### config.mk
export PLATFORM = sky130hd
export DESIGN_NAME = mul_sequencer
export DESIGN_NICKNAME = d
export VERILOG_FILES = /design/src/rtl/mul_sequencer_pkg.sv /design/src/rtl/mul_sequencer.sv
export SDC_FILE = /design/constraint.sdc
export NUM_CORES = 1
export LEC_CHECK = 0
export CORE_MARGIN = 2
export CORE_UTILIZATION = 35
export CTS_BUF_LIST = sky130_fd_sc_hd__clkbuf_16
export DETAILED_ROUTE_END_ITERATION = 8
export HOLD_SLACK_MARGIN = 0.08
export PLACE_DENSITY = 0.71
export SKIP_LAST_GASP = 1
export SYNTH_ARGS = -nofsm -noshare
export SYNTH_HDL_FRONTEND = slang
export SYNTH_SLANG_ARGS = --single-unit
export TNS_END_PERCENT = 5
### constraint.sdc
create_clock -name Clock -period 2.45 [get_ports Clock]
set_input_delay 0.245 -clock Clock [delete_from_list [all_inputs] [get_ports Clock]]
set_output_delay 0.245 -clock Clock [all_outputs]
set_load 0.01 [all_outputs]
### src/rtl/mul_sequencer_pkg.sv
// Shared ALU definitions: opcode encodings and flag bit positions.
// Used by the datapath ALU and every unit that drives it.
package mul_sequencer_pkg;

    localparam logic [3:0] ALU_ADD = 4'h0;
    localparam logic [3:0] ALU_ADC = 4'h1;
    localparam logic [3:0] ALU_SUB = 4'h2;
    localparam logic [3:0] ALU_AND = 4'h3;
    localparam logic [3:0] ALU_OR  = 4'h4;
    localparam logic [3:0] ALU_XOR = 4'h5;
    localparam logic [3:0] ALU_SHL = 4'h6;
    localparam logic [3:0] ALU_SHR = 4'h7;

    localparam int FLAG_Z = 0;
    localparam int FLAG_C = 1;
    localparam int FLAG_N = 2;
    localparam int FLAG_V = 3;

endpackage

### src/rtl/mul_sequencer.sv
// Unsigned shift-add multiplier sequencer; all Hi arithmetic and
// shifting is delegated to the external datapath ALU.
module mul_sequencer
    import mul_sequencer_pkg::*;
#(
    parameter int DataWidth = 16,
    parameter int FlagBits  = 4
) (
    input  logic                   Clock,
    input  logic                   Reset_N,
    input  logic                   Start,
    input  logic [DataWidth-1:0]   MulA,
    input  logic [DataWidth-1:0]   MulB,
    output logic                   Busy,
    output logic                   Done,
    output logic [2*DataWidth-1:0] Product,
    output logic [DataWidth-1:0]   AluA,
    output logic [DataWidth-1:0]   AluB,
    output logic [3:0]             AluOp,
    output logic [FlagBits-1:0]    AluIFlags,
    input  logic [DataWidth-1:0]   AluY,
    input  logic [FlagBits-1:0]    AluOFlags
);

    localparam int CntW = $clog2(DataWidth) + 1;

    typedef enum logic [1:0] {
        S_IDLE,
        S_ADD,
        S_SHIFT,
        S_DONE
    } state_t;

    state_t              state;
    logic [DataWidth-1:0] hi;
    logic [DataWidth-1:0] lo;
    logic [DataWidth-1:0] m;
    logic                 cr;
    logic [CntW-1:0]      cnt;

    logic [DataWidth-1:0] hi_shr;
    logic [DataWidth-1:0] lo_shr;
    logic                 last;
    logic                 unused_flags;

    assign unused_flags = ^AluOFlags;

    // add carry re-enters at the top of Hi; Hi's LSB drops into Lo
    assign hi_shr = {cr, AluY[DataWidth-2:0]};
    assign lo_shr = {AluOFlags[FLAG_C], lo[DataWidth-1:1]};
    assign last   = (cnt == CntW'(DataWidth - 1));

    assign AluIFlags = '0;

    always_comb begin
        AluA  = '0;
        AluB  = '0;
        AluOp = ALU_ADD;
        unique case (state)
            S_ADD: begin
                AluA = hi;
                AluB = m;
            end
            S_SHIFT: begin
                AluA  = hi;
                AluB  = DataWidth'(1);
                AluOp = ALU_SHR;
            end
            default: ;
        endcase
    end

    always_ff @(posedge Clock or negedge Reset_N) begin
        if (!Reset_N) begin
            state   <= S_IDLE;
            hi      <= '0;
            lo      <= '0;
            m       <= '0;
            cr      <= 1'b0;
            cnt     <= '0;
            Busy    <= 1'b0;
            Done    <= 1'b0;
            Product <= '0;
        end else begin
            unique case (state)
                S_IDLE: begin
                    Done <= 1'b0;
                    if (Start) begin
                        m     <= MulA;
                        hi    <= '0;
                        lo    <= MulB;
                        cr    <= 1'b0;
                        cnt   <= '0;
                        Busy  <= 1'b1;
                        state <= MulB[0] ? S_ADD : S_SHIFT;
                    end
                end
                S_ADD: begin
                    hi    <= AluY;
                    cr    <= AluOFlags[FLAG_C];
                    state <= S_SHIFT;
                end
                S_SHIFT: begin
                    hi  <= hi_shr;
                    lo  <= lo_shr;
                    cr  <= 1'b0;
                    cnt <= cnt + CntW'(1);
                    if (last) begin
                        Product <= {hi_shr, lo_shr};
                        Busy    <= 1'b0;
                        Done    <= 1'b1;
                        state   <= S_DONE;
                    end else begin
                        state <= lo[1] ? S_ADD : S_SHIFT;
                    end
                end
                S_DONE: begin
                    Done  <= 1'b0;
                    state <= S_IDLE;
                end
                default: state <= S_IDLE;
            endcase
        end
    end

endmodule

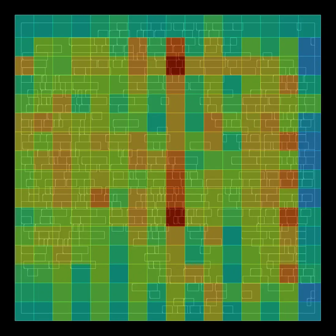
Fig. 1. Routing congestion map (run 1).
met3 usage: 6.37%
met2 global-route usage: 22.7%
Routed WL per cell: 15.5 um
total track usage: 14.8%
final core utilization: 49.8%

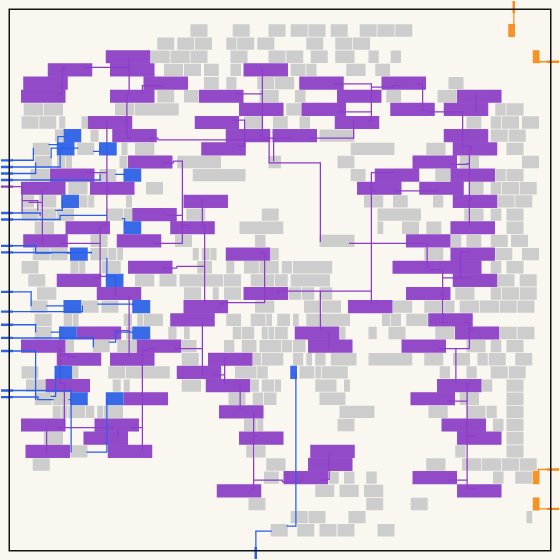
Fig. 2. Port wiring (run 1).
[purple] Reset_N | direction: input | edge: left | end cells: 89 | buffers: 4 | wire: 721 um
[blue] MulB | direction: input | edge: 15 left, 1 bottom | end cells: 16 | buffers: 16 | wire: 305 um
[orange] AluIFlags | direction: output | edge: 3 right, 1 top | end cells: 4 | buffers: 0 | wire: 11.7 um
# IOs: 129
Port Buffers: 120

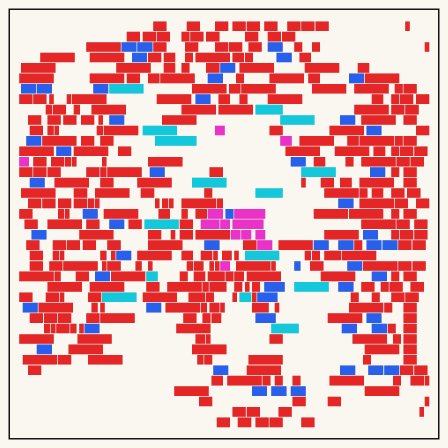
Fig. 3. Sizing map (run 1).
[red] drive 1 or less | cells: 356
[blue] drive 2 | cells: 55
[magenta] drive 3 to 4 | cells: 13
[cyan] drive 6 and up | cells: 15
final worst slack: 78.3 ps
Area Growth Syn to Fin: 39.4%
Buffers, non-clock: 130
final instance area: 5660 um2

==> notes.md, run 1 <==
flow finished, numbers: status finished, final reports clean, non-filler cells, final 582, max reg flops 32, Seq share, synth 54.9%, Sum Neg Setup Slack 0 ps, Cell area leaders dfrtp_1 (55%), mux2_2 (14%), mux2i_1 (4.2%), largest area contributor in the netlist dfrtp_1, Log Warnings 34, global-route wire length before repair 14900 um, 1st-iter DRT viols 117, most used logic cell in the final layout clkdlybuf4s50_1, CTS H-tree depth 3, core utilization at floorplan 35.7%, pwr dens 1040 nW/um2, Antenna Nets Post-Route 0, Psw 0.00203 W, Switching Share 34.4%, Setup crit end kind output port, MaxCap Viol Count 0, tap cells 143, Dominant flop cell dfrtp_1, WP buf/inv 3, hold-fix buffers at CTS 1, Top-area cell share 54.9%, die area 12500 um2, Flop pwr share 35.9%, FF+latch count 89, Synth cell types 37, clk root buf clkbuf_16, final wirelength 9040 um, non-clk buf share 23.3%, number of global-route vias before repair 2898, Longest Clk Path Bufs 2, comb pwr 0.00241 W, P_int 0.00388 W, largest register by flop count Product
Fig. 4: run 1, wiring heat map
The bar under the picture is 20 um long. The die is cut into 22 by 22 equal tiles; dark purple is low, yellow is high, scaled to the fullest tile. Values are wire area over tile area, all layers added.
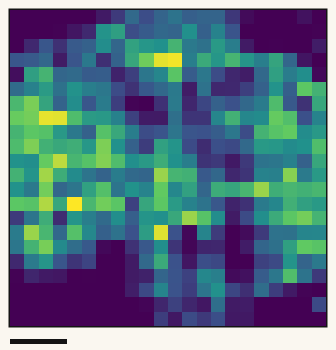

==> run 2: changes to the inputs <==
Clock period 2.45 ns to 2.3 ns, I/O delays scaled along.
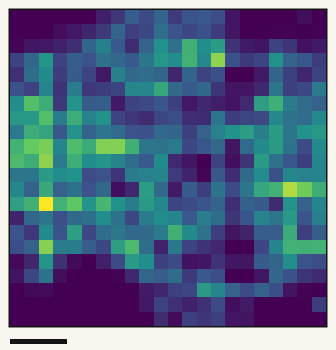
Fig. 5. Wiring heat map (run 2).
The bar under the picture is 20 um long. The die is cut into 22 by 22 equal tiles; dark purple is low, yellow is high, scaled to the fullest tile. Values are wire area over tile area, all layers added.
fullest tile: 0.43
emptiest ninth of the die: bottom left
nearly empty tiles: 15%

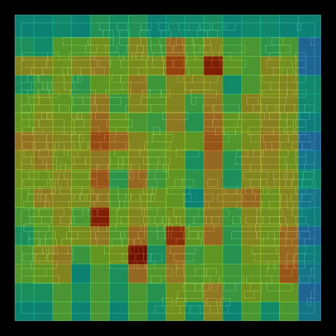
Fig. 6. Routing congestion map (run 2).
met2 global-route usage: 22.9%
final core utilization: 50.5%
met1 Usage GRT: 19.8%

==> run 2 against run 1 <==
Sequential share of layout area fell by 0.54 points. Synthesized area did not move. Utilization increased by 0.69 points. Critical path type unchanged. Sequential power is 7% higher. Largest cell class unchanged. Via count grew 0.39%. Worst hold slack got worse by 110 ps. Cell area grew 1.4%.
==> notes.md, run 2 <==
flow finished, numbers: Port Buffers 120 (unchanged), CTS H-tree depth 3 (unchanged), Routed WL per cell 15.3 um (was 15.5 um), WP buf/inv 3 (unchanged), Comb/total area 28.6% (was 28.7%), comb_multi_in 199 (unchanged), die height 112 um (unchanged), Slew Viols, Final 0 (unchanged), Psw 0.00223 W (was 0.00203 W), Flop pwr share 34.8% (was 35.9%), Switching Share 34.1% (was 34.4%), Dominant flop cell dfrtp_1 (unchanged), P_int 0.00431 W (was 0.00388 W), tap cells 143 (unchanged), met3 usage 5.12% (was 6.37%), final instance area 5740 um2 (was 5660 um2), die area 12500 um2 (unchanged), antenna cells 0 (unchanged), Top-area cell share 54.9% (unchanged), MaxCap Viol Count 0 (unchanged), status finished, final reports clean (unchanged), global-route wire length before repair 15000 um (was 14900 um), final worst slack 73.1 ps (was 78.3 ps), sequential share of cell area 38.8% (was 39.4%), FF+latch count 89 (unchanged), Buffers, non-clock 135 (was 130), ClkCell Share 5.28% (was 5.20%), max reg flops 32 (unchanged), Top pwr grp combinational cells (unchanged), Seq share, synth 54.9% (unchanged), Synth cell types 37 (unchanged), non-clk buf share 23.9% (was 23.3%), total track usage 14.8% (about the same), number of global-route vias before repair 2999 (was 2898), 1st-iter DRT viols 117 (unchanged), final wirelength 9010 um (was 9040 um), hold-fix buffers at CTS 1 (unchanged), largest area contributor in the netlist dfrtp_1 (unchanged), worst path cell trace inv_2 > ha_4 > buf_12 > and3_1 > clkdlybuf4s50_1 (was inv_1 > ha_2 > buf_12 > and3_1 > clkdlybuf4s50_1), Cell area leaders dfrtp_1 (55%), mux2_2 (14%), mux2i_1 (4.2%) (unchanged), core utilization at floorplan 35.7% (unchanged), Antenna Nets Post-Route 0 (unchanged), Seq. cell area 2230 um2 (unchanged), # IOs 129 (unchanged), pwr dens 1140 nW/um2 (was 1040 nW/um2), Sum Neg Setup Slack 0 ps (unchanged), largest register by flop count Product (unchanged), Longest Clk Path Bufs 2 (unchanged), Log Warnings 33 (was 34), most used logic cell in the final layout clkdlybuf4s50_1 (unchanged), comb pwr 0.00279 W (was 0.00241 W), clk root buf clkbuf_16 (unchanged), power share of the combinational group 42.7% (was 40.7%)
Power and IR drop assume default switching activity.
